File: src/rtl/spi_mem_port_pkg.sv
// Shared definitions for the SPI memory access port: default widths,
// frame layout constant and FSM state encoding.
package spi_mem_port_pkg;

  // Existing datapath width and per-target memory address width.
  localparam int unsigned DATAPATH_W = 8;
  localparam int unsigned MEM_ADDR_W = 4;

  // Frame bit index (0 = first bit after chip select) carrying R/W, 1 = read.
  localparam int unsigned RW_BIT_IDX = 0;

  typedef enum logic [2:0] {
    ST_IDLE,
    ST_CMD,
    ST_WDATA,
    ST_RDATA,
    ST_COMMIT,
    ST_DRAIN
  } state_t;

endpackage

File: src/rtl/spi_sync.sv
// Multi-bit 2-flop synchronizer with rise/fall edge detection on the
// synchronized values. Each bit has its own reset level.
module spi_sync #(
  parameter int unsigned  W       = 1,
  parameter logic [W-1:0] RST_VAL = '0
) (
  input  logic         clk,
  input  logic         rst,
  input  logic [W-1:0] d,
  output logic [W-1:0] q,
  output logic [W-1:0] rise,
  output logic [W-1:0] fall
);

  logic [W-1:0] meta;
  logic [W-1:0] sync;
  logic [W-1:0] prev;

  // Two synchronizing flops plus one history flop for edge detection.
  always_ff @(posedge clk) begin
    if (rst) begin
      meta <= RST_VAL;
      sync <= RST_VAL;
      prev <= RST_VAL;
    end else begin
      meta <= d;
      sync <= meta;
      prev <= sync;
    end
  end

  assign q    = sync;
  assign rise = sync & ~prev;
  assign fall = ~sync & prev;

endmodule

File: src/rtl/spi_mem_port.sv
// SPI slave giving an external master read/write access to the instruction
// or data memory while the processor is halted.
module spi_mem_port
  import spi_mem_port_pkg::*;
#(
  parameter int unsigned DATA_W = DATAPATH_W,
  parameter int unsigned ADDR_W = MEM_ADDR_W
) (
  input  logic              clk,
  input  logic              rst,
  input  logic              sck_in,
  input  logic              mosi_in,
  input  logic              csi_n_in,
  input  logic              csd_n_in,
  output logic              miso_out,
  input  logic              proc_busy_in,
  output logic              mem_sel_out,
  output logic [ADDR_W-1:0] mem_addr_out,
  output logic [DATA_W-1:0] mem_wdata_out,
  output logic              mem_wen_out,
  output logic              mem_ren_out,
  input  logic [DATA_W-1:0] mem_rdata_in,
  output logic              wr_done_out,
  output logic              err_out,
  output logic              busy_out
);

  localparam int unsigned      CNT_W      = $clog2(ADDR_W + DATA_W + 3);
  localparam logic [CNT_W-1:0] CMD_BITS   = CNT_W'(1 + ADDR_W);
  localparam logic [CNT_W-1:0] FRAME_BITS = CNT_W'(1 + ADDR_W + DATA_W);
  localparam logic [CNT_W-1:0] CNT_MAX    = CNT_W'(2 + ADDR_W + DATA_W);
  localparam int unsigned      RW_POS     = ADDR_W - RW_BIT_IDX;

  logic [3:0] sync_q, sync_rise, sync_fall;
  logic       mosi_q, csi_q, csd_q, sck_rise, sck_fall;
  logic       cs_high, cs_both_low, abort, frame_start;
  logic       unused_sync;

  state_t              state, state_next;
  logic [CNT_W-1:0]    cnt;
  logic [ADDR_W:0]     cmd_sr;
  logic [DATA_W-1:0]   wdata_sr;
  logic [DATA_W-1:0]   tx_sr;
  logic [1:0]          arm_cnt;
  logic                ren_d;
  logic                ren_set, wen_set, err_set, cmd_done;

  // Bit order {mosi, csd_n, csi_n, sck}; chip selects reset to deasserted.
  spi_sync #(
    .W       (4),
    .RST_VAL (4'b0110)
  ) u_sync (
    .clk  (clk),
    .rst  (rst),
    .d    ({mosi_in, csd_n_in, csi_n_in, sck_in}),
    .q    (sync_q),
    .rise (sync_rise),
    .fall (sync_fall)
  );

  assign sck_rise    = sync_rise[0];
  assign sck_fall    = sync_fall[0];
  assign csi_q       = sync_q[1];
  assign csd_q       = sync_q[2];
  assign mosi_q      = sync_q[3];
  assign unused_sync = ^{sync_q[0], sync_rise[3:1], sync_fall[3:1]};

  assign cs_high     = csi_q & csd_q;
  assign cs_both_low = ~csi_q & ~csd_q;
  assign abort       = cs_both_low | proc_busy_in;

  // A frame start needs chip select seen high for 3 cycles first. The
  // synchronizer resets to "high", so a select still held low across
  // reset only looks high for 2 cycles and never arms a new frame.
  assign frame_start = (arm_cnt == 2'd3) & ~cs_high;

  assign busy_out = (state != ST_IDLE);
  assign miso_out = (state == ST_RDATA) & tx_sr[DATA_W-1];

  // Next-state and one-cycle strobe requests.
  always_comb begin
    state_next = state;
    ren_set    = 1'b0;
    wen_set    = 1'b0;
    err_set    = 1'b0;
    cmd_done   = 1'b0;
    unique case (state)
      ST_IDLE: begin
        if (frame_start) state_next = abort ? ST_DRAIN : ST_CMD;
      end
      ST_CMD: begin
        if (abort) begin
          state_next = ST_DRAIN;
        end else if (cs_high) begin
          state_next = ST_IDLE;
          err_set    = 1'b1;
        end else if (cnt == CMD_BITS) begin
          cmd_done   = 1'b1;
          ren_set    = cmd_sr[RW_POS];
          state_next = cmd_sr[RW_POS] ? ST_RDATA : ST_WDATA;
        end
      end
      ST_WDATA: begin
        if (abort) begin
          state_next = ST_DRAIN;
        end else if (cs_high) begin
          if (cnt == FRAME_BITS) begin
            state_next = ST_COMMIT;
            wen_set    = 1'b1;
          end else begin
            state_next = ST_IDLE;
            err_set    = 1'b1;
          end
        end else if (cnt == CNT_MAX) begin
          state_next = ST_DRAIN;
        end
      end
      ST_RDATA: begin
        if (abort)        state_next = ST_DRAIN;
        else if (cs_high) state_next = ST_IDLE;
      end
      ST_COMMIT: state_next = ST_IDLE;
      ST_DRAIN: begin
        if (cs_high) begin
          state_next = ST_IDLE;
          err_set    = 1'b1;
        end
      end
      default: state_next = ST_IDLE;
    endcase
  end

  // State, strobes, bit counter, shift registers and held memory outputs.
  always_ff @(posedge clk) begin
    if (rst) begin
      state         <= ST_IDLE;
      cnt           <= '0;
      cmd_sr        <= '0;
      wdata_sr      <= '0;
      tx_sr         <= '0;
      arm_cnt       <= '0;
      ren_d         <= 1'b0;
      mem_sel_out   <= 1'b0;
      mem_addr_out  <= '0;
      mem_wdata_out <= '0;
      mem_wen_out   <= 1'b0;
      mem_ren_out   <= 1'b0;
      wr_done_out   <= 1'b0;
      err_out       <= 1'b0;
    end else begin
      state       <= state_next;
      mem_ren_out <= ren_set;
      mem_wen_out <= wen_set;
      wr_done_out <= wen_set;
      err_out     <= err_set;
      ren_d       <= mem_ren_out;

      if (!cs_high)             arm_cnt <= '0;
      else if (arm_cnt != 2'd3) arm_cnt <= arm_cnt + 2'd1;

      if (state == ST_IDLE && frame_start) begin
        cnt         <= '0;
        cmd_sr      <= '0;
        wdata_sr    <= '0;
        mem_sel_out <= csi_q;
      end else if (sck_rise && (state == ST_CMD || state == ST_WDATA ||
                                state == ST_RDATA)) begin
        if (cnt != CNT_MAX)     cnt      <= cnt + CNT_W'(1);
        if (state == ST_CMD)    cmd_sr   <= {cmd_sr[ADDR_W-1:0], mosi_q};
        if (state == ST_WDATA)  wdata_sr <= {wdata_sr[DATA_W-2:0], mosi_q};
      end

      if (cmd_done) mem_addr_out  <= cmd_sr[ADDR_W-1:0];
      if (wen_set)  mem_wdata_out <= wdata_sr;

      // The fall that ends the last command bit must not shift: only falls
      // after a data bit has been clocked advance the TX register.
      if (ren_d && state == ST_RDATA)
        tx_sr <= mem_rdata_in;
      else if (state == ST_RDATA && sck_fall && cnt > CMD_BITS)
        tx_sr <= {tx_sr[DATA_W-2:0], 1'b0};
    end
  end

endmodule

File: config.mk
export PLATFORM = sky130hd
export DESIGN_NAME = spi_mem_port
export DESIGN_NICKNAME = d
export VERILOG_FILES = /design/src/rtl/spi_mem_port_pkg.sv /design/src/rtl/spi_sync.sv /design/src/rtl/spi_mem_port.sv
export SDC_FILE = /design/constraint.sdc
export NUM_CORES = 1
export LEC_CHECK = 0
export CELL_PAD_IN_SITES_DETAIL_PLACEMENT = 1
export CELL_PAD_IN_SITES_GLOBAL_PLACEMENT = 1
export CORE_UTILIZATION = 36
export DETAILED_ROUTE_END_ITERATION = 10
export GPL_TIMING_DRIVEN = 0
export PLACE_DENSITY = 0.78
export SETUP_SLACK_MARGIN = 0.4
export SYNTH_ARGS = -nofsm -noshare
export SYNTH_HDL_FRONTEND = slang
export SYNTH_SLANG_ARGS = --single-unit
File: constraint.sdc
create_clock -name clk -period 1.8 [get_ports clk]
set_input_delay 0.27 -clock clk [delete_from_list [all_inputs] [get_ports clk]]
set_output_delay 0.27 -clock clk [all_outputs]
set_load 0.03 [all_outputs]
placed.png
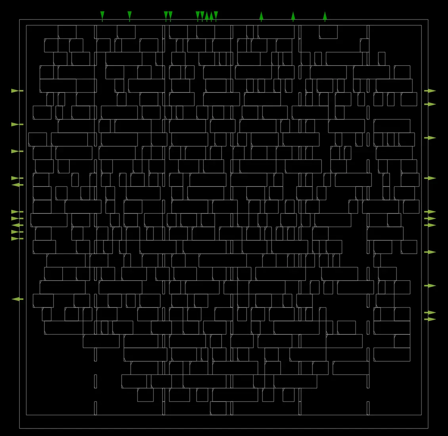
register fraction of the total cell area: 0.333
placeable core area: 6310 µm²
tap cell count: 77
standard-cell rows: 29
FFs & Latches: 56

route_heat.png
17 x 17 tiles, from dark blue (low) to red (high), scaled to the fullest tile. Values are wire area over tile area, all layers added.
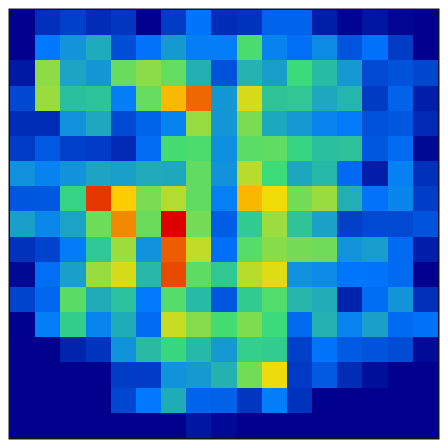
The densest ninth of the die: center. 15% of the tiles are nearly empty. The mean over all tiles is 0.15. The fullest tile reaches 0.50.
number of vias after detailed routing: 2098
wire per inst: 16.1 µm
wire length reported by the detailed router: 6510 µm
Global Route Usage Sum: 0.202

sizing.png
Bar = 20 µm.
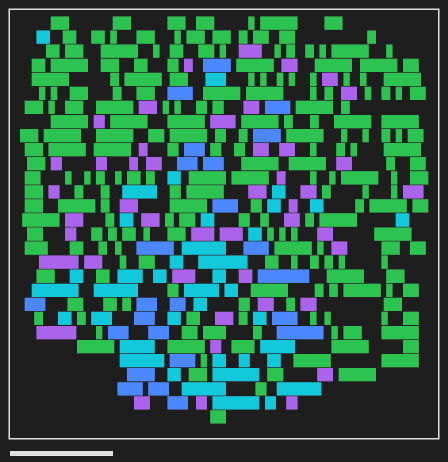
x1 and smaller: shown in green, cells 220, share 67%, most used dfxtp_1. x2: shown in purple, cells 45, share 14%, most used a21oi_2. x3 and x4: shown in cyan, cells 39, share 12%, most used buf_4. x6 and larger: shown in blue, cells 24, share 7.3%, most used buf_6.
synthesis-to-finish area growth: 45.7%
PnR worst setup slack: 0.180 ns
cell area after layout: 3420 µm²
non-clock buffer count: 76

clock_wires.png
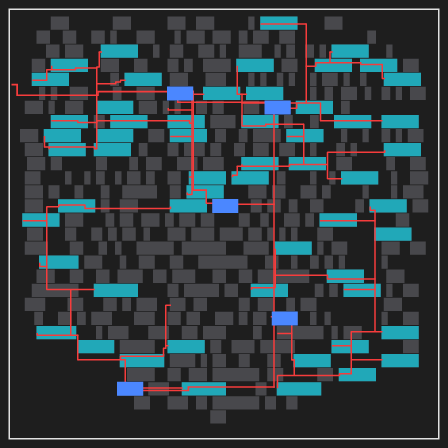
flip-flops: shown in cyan, count 56. clock-net drivers: shown in blue, count 5. clock wires: shown in red, length 707 µm.
Position of the flops: spread over the die. There are 6 routed clock nets.
worst skew pair latency: 0.32 ns
clock-net power: 793 µW
worst clock skew on the final layout: 0.00962 ns

==> changes_impl.md <==
## Implementation

* Result of the run: complete, no violations
* Layout Utilization at 0.542
* Horizontal die size at 82.8 µm
* Post-synth cell types at 42
* Number of filler cells placed in the layout at 720
* Number of sinks on the clock net at 56
* Post-detailed-route DRC marker count at 0
* AND/OR/NAND/NOR Cells, Area Fraction at 0.246
* Final critical path time including I/O delays and setup at 1.62 ns
* Worst endpoint data arrival time at 1.86 ns
* Compound-Gate Fraction of Synth Area at 0.140
* Buffer depth of the longest clock path at 2
* Clock tree from TritonCTS: yes
* Maximum number of pins on one net before global-route repair at 18
* Number of flip-flops and latches in the synthesized netlist at 56
* Initial antenna violation count at 0
* Last weighted congestion value of the routability-driven placer at 0.795
* Share of cells above drive strength 1 at 0.329
* Total Die Area at 6850 µm²
* Pwr/cell area at 664 nW/µm²
* Critical Path Source Type: flip-flop
* Total number of nets in the final design at 347
* # port buffers at 33
* Count of H-tree levels built during CTS at 2
* Number of setup violations in the final report at 0
* Tcrit/Tclk final at 0.900
* Maximum achievable frequency at 617 MHz
* EDFF count, synth at 0
* VDD IR max at 0.362 mV
* Area of the mapped netlist at 2350 µm²
* Max Fanout on Critical Path at 8
* Largest cells by area: dfxtp_1 48%, a21oi_1 6.2%, mux2i_1 5.5%
* Number of global-route vias before repair at 2039
* Detailed-route vias per instance at 5.18
* Diode count at 0
* Critical Path, Cell by Cell: inv_4 > ha_4 > nor3b_4 > o2111ai_4 > mux2i_2 > a211oi_2
* Maximum cell stage delay along the critical path at 0.38 ns
* Cell with the most instances after synthesis: dfxtp_1
* Yosys top cell area share at 0.477
* Count of warning messages emitted by the tools at 32
* Global-route wire length before repair at 10200 µm
* Buffer-and-inverter tally for the worst setup path at 1
* Main combinational cell family by area after synthesis: simple AND/OR/NAND/NOR gates
* DPL Wire Length at 4030 µm
* Clock transition at path regs at 0.10 ns
* Clock root buffer: clkbuf_8
* Leak pwr at 1.34 nW
* Arithmetic-cell share of the synthesized area counting full adders, half adders and majority gates at 0.0266
* Slowest cell on the critical path: dfxtp_4
* Overflow left after global routing at 0
-- timing repair --
item                       in CTS  in global routing
gates resized                  82                 17
cloned                          2                  0
pin swaps                      15                  8
setup buffers                  20                  4
setup endpoints to repair      62                 47
-- layout by cell type (no fill, tap or decap), types with 2 or more instances in the layout --
cell type / n
ha_1: 2
o21ai_0: 5
nor2b_1: 8
buf_6: 10
nor3b_4: 4
nor2_2: 4
a211oi_1: 6
clkdlybuf4s50_1: 13
dfxtp_2: 2
nand2_1: 33
clkbuf_2: 5
or2_2: 4
nor3_1: 3
a22oi_2: 2
xor2_1: 2
nor2_1: 16
o211ai_1: 2
a21oi_2: 15
dfxtp_4: 4
nand3_1: 16
inv_4: 2
or2_1: 2
clkdlybuf4s15_1: 2
mux2i_1: 12
clkbuf_4: 3
nand3_2: 3
buf_4: 18
clkbuf_1: 3
dlygate4sd2_1: 14
buf_8: 3
xnor2_1: 2
dfxtp_1: 50
ha_4: 3
nor3_2: 2
a21oi_1: 14
clkbuf_8: 7
-- final cells by class --
type	instances	area (µm²)	share of cell area
plain buffers	17	146	0.0428
clock buffers	7	97.6	0.0285
clock inverters	1	8.76	0.00256
inverters	3	16.3	0.00475
multi-input cells	185	1340	0.393
flip-flops and latches	56	1140	0.333
well taps	77	96.3	0.0282
repair buffers	59	573	0.168
-- metrics by stage --
stage,worst slack [ns],TNS (ns),hold slack (ns),instances,power (mW)
floorplan,0.258,0,0.374,261,1.39
global placement,-0.0873,-1.04,0.393,371,1.45
detailed placement,-0.127,-1.69,0.402,371,1.46
CTS,0.157,0,0.426,401,2.27
global route,0.105,0,0.440,405,2.36
finish,0.180,0,0.422,405,2.27
-- state kept, by name, summed over array words and instances (netlist names) --
name	count
ren_d	1
cnt	4
mem_addr_out	4
u_sync.q	4
mem_sel_out	1
u_sync.prev	1
wr_done_out	1
state	3
cmd_sr	5
mem_wdata_out	8
tx_sr	8
wdata_sr	8
err_out	1
u_sync.meta	4
mem_ren_out	1
arm_cnt	2
-- report_power, final --
part / internal [mW] / leakage [nW] / total (mW) / switching [mW]
clock: 0.366 / 0.0540 / 0.793 / 0.427
combinational: 0.111 / 0.825 / 0.214 / 0.104
sequential: 1.25 / 0.457 / 1.26 / 0.0118
total: 1.73 / 1.34 / 2.27 / 0.543
-- layer usage --
metal / track usage / wire length, µm
met1: 0.239 / 2760
met2: 0.365 / 3430
met3: 0.0404 / 188
met4: 0.0638 / 127
met5: 0 / 0
-- worst paths after layout --
check                           slack [ns]                      start  cells after the start                      to
worst max-delay path                  0.18        cnt[1]$_SDFFE_PP0P_                      6   tx_sr[7]$_SDFFE_PP0P_
worst min-delay path                  0.42  u_sync.meta[1]$_SDFF_PP1_                      1  u_sync.q[1]$_SDFF_PP1_
worst max register to register        0.18        cnt[1]$_SDFFE_PP0P_                      6   tx_sr[7]$_SDFFE_PP0P_
worst min register to register        0.42  u_sync.meta[1]$_SDFF_PP1_                      1  u_sync.q[1]$_SDFF_PP1_
Power and IR drop assume default switching activity.
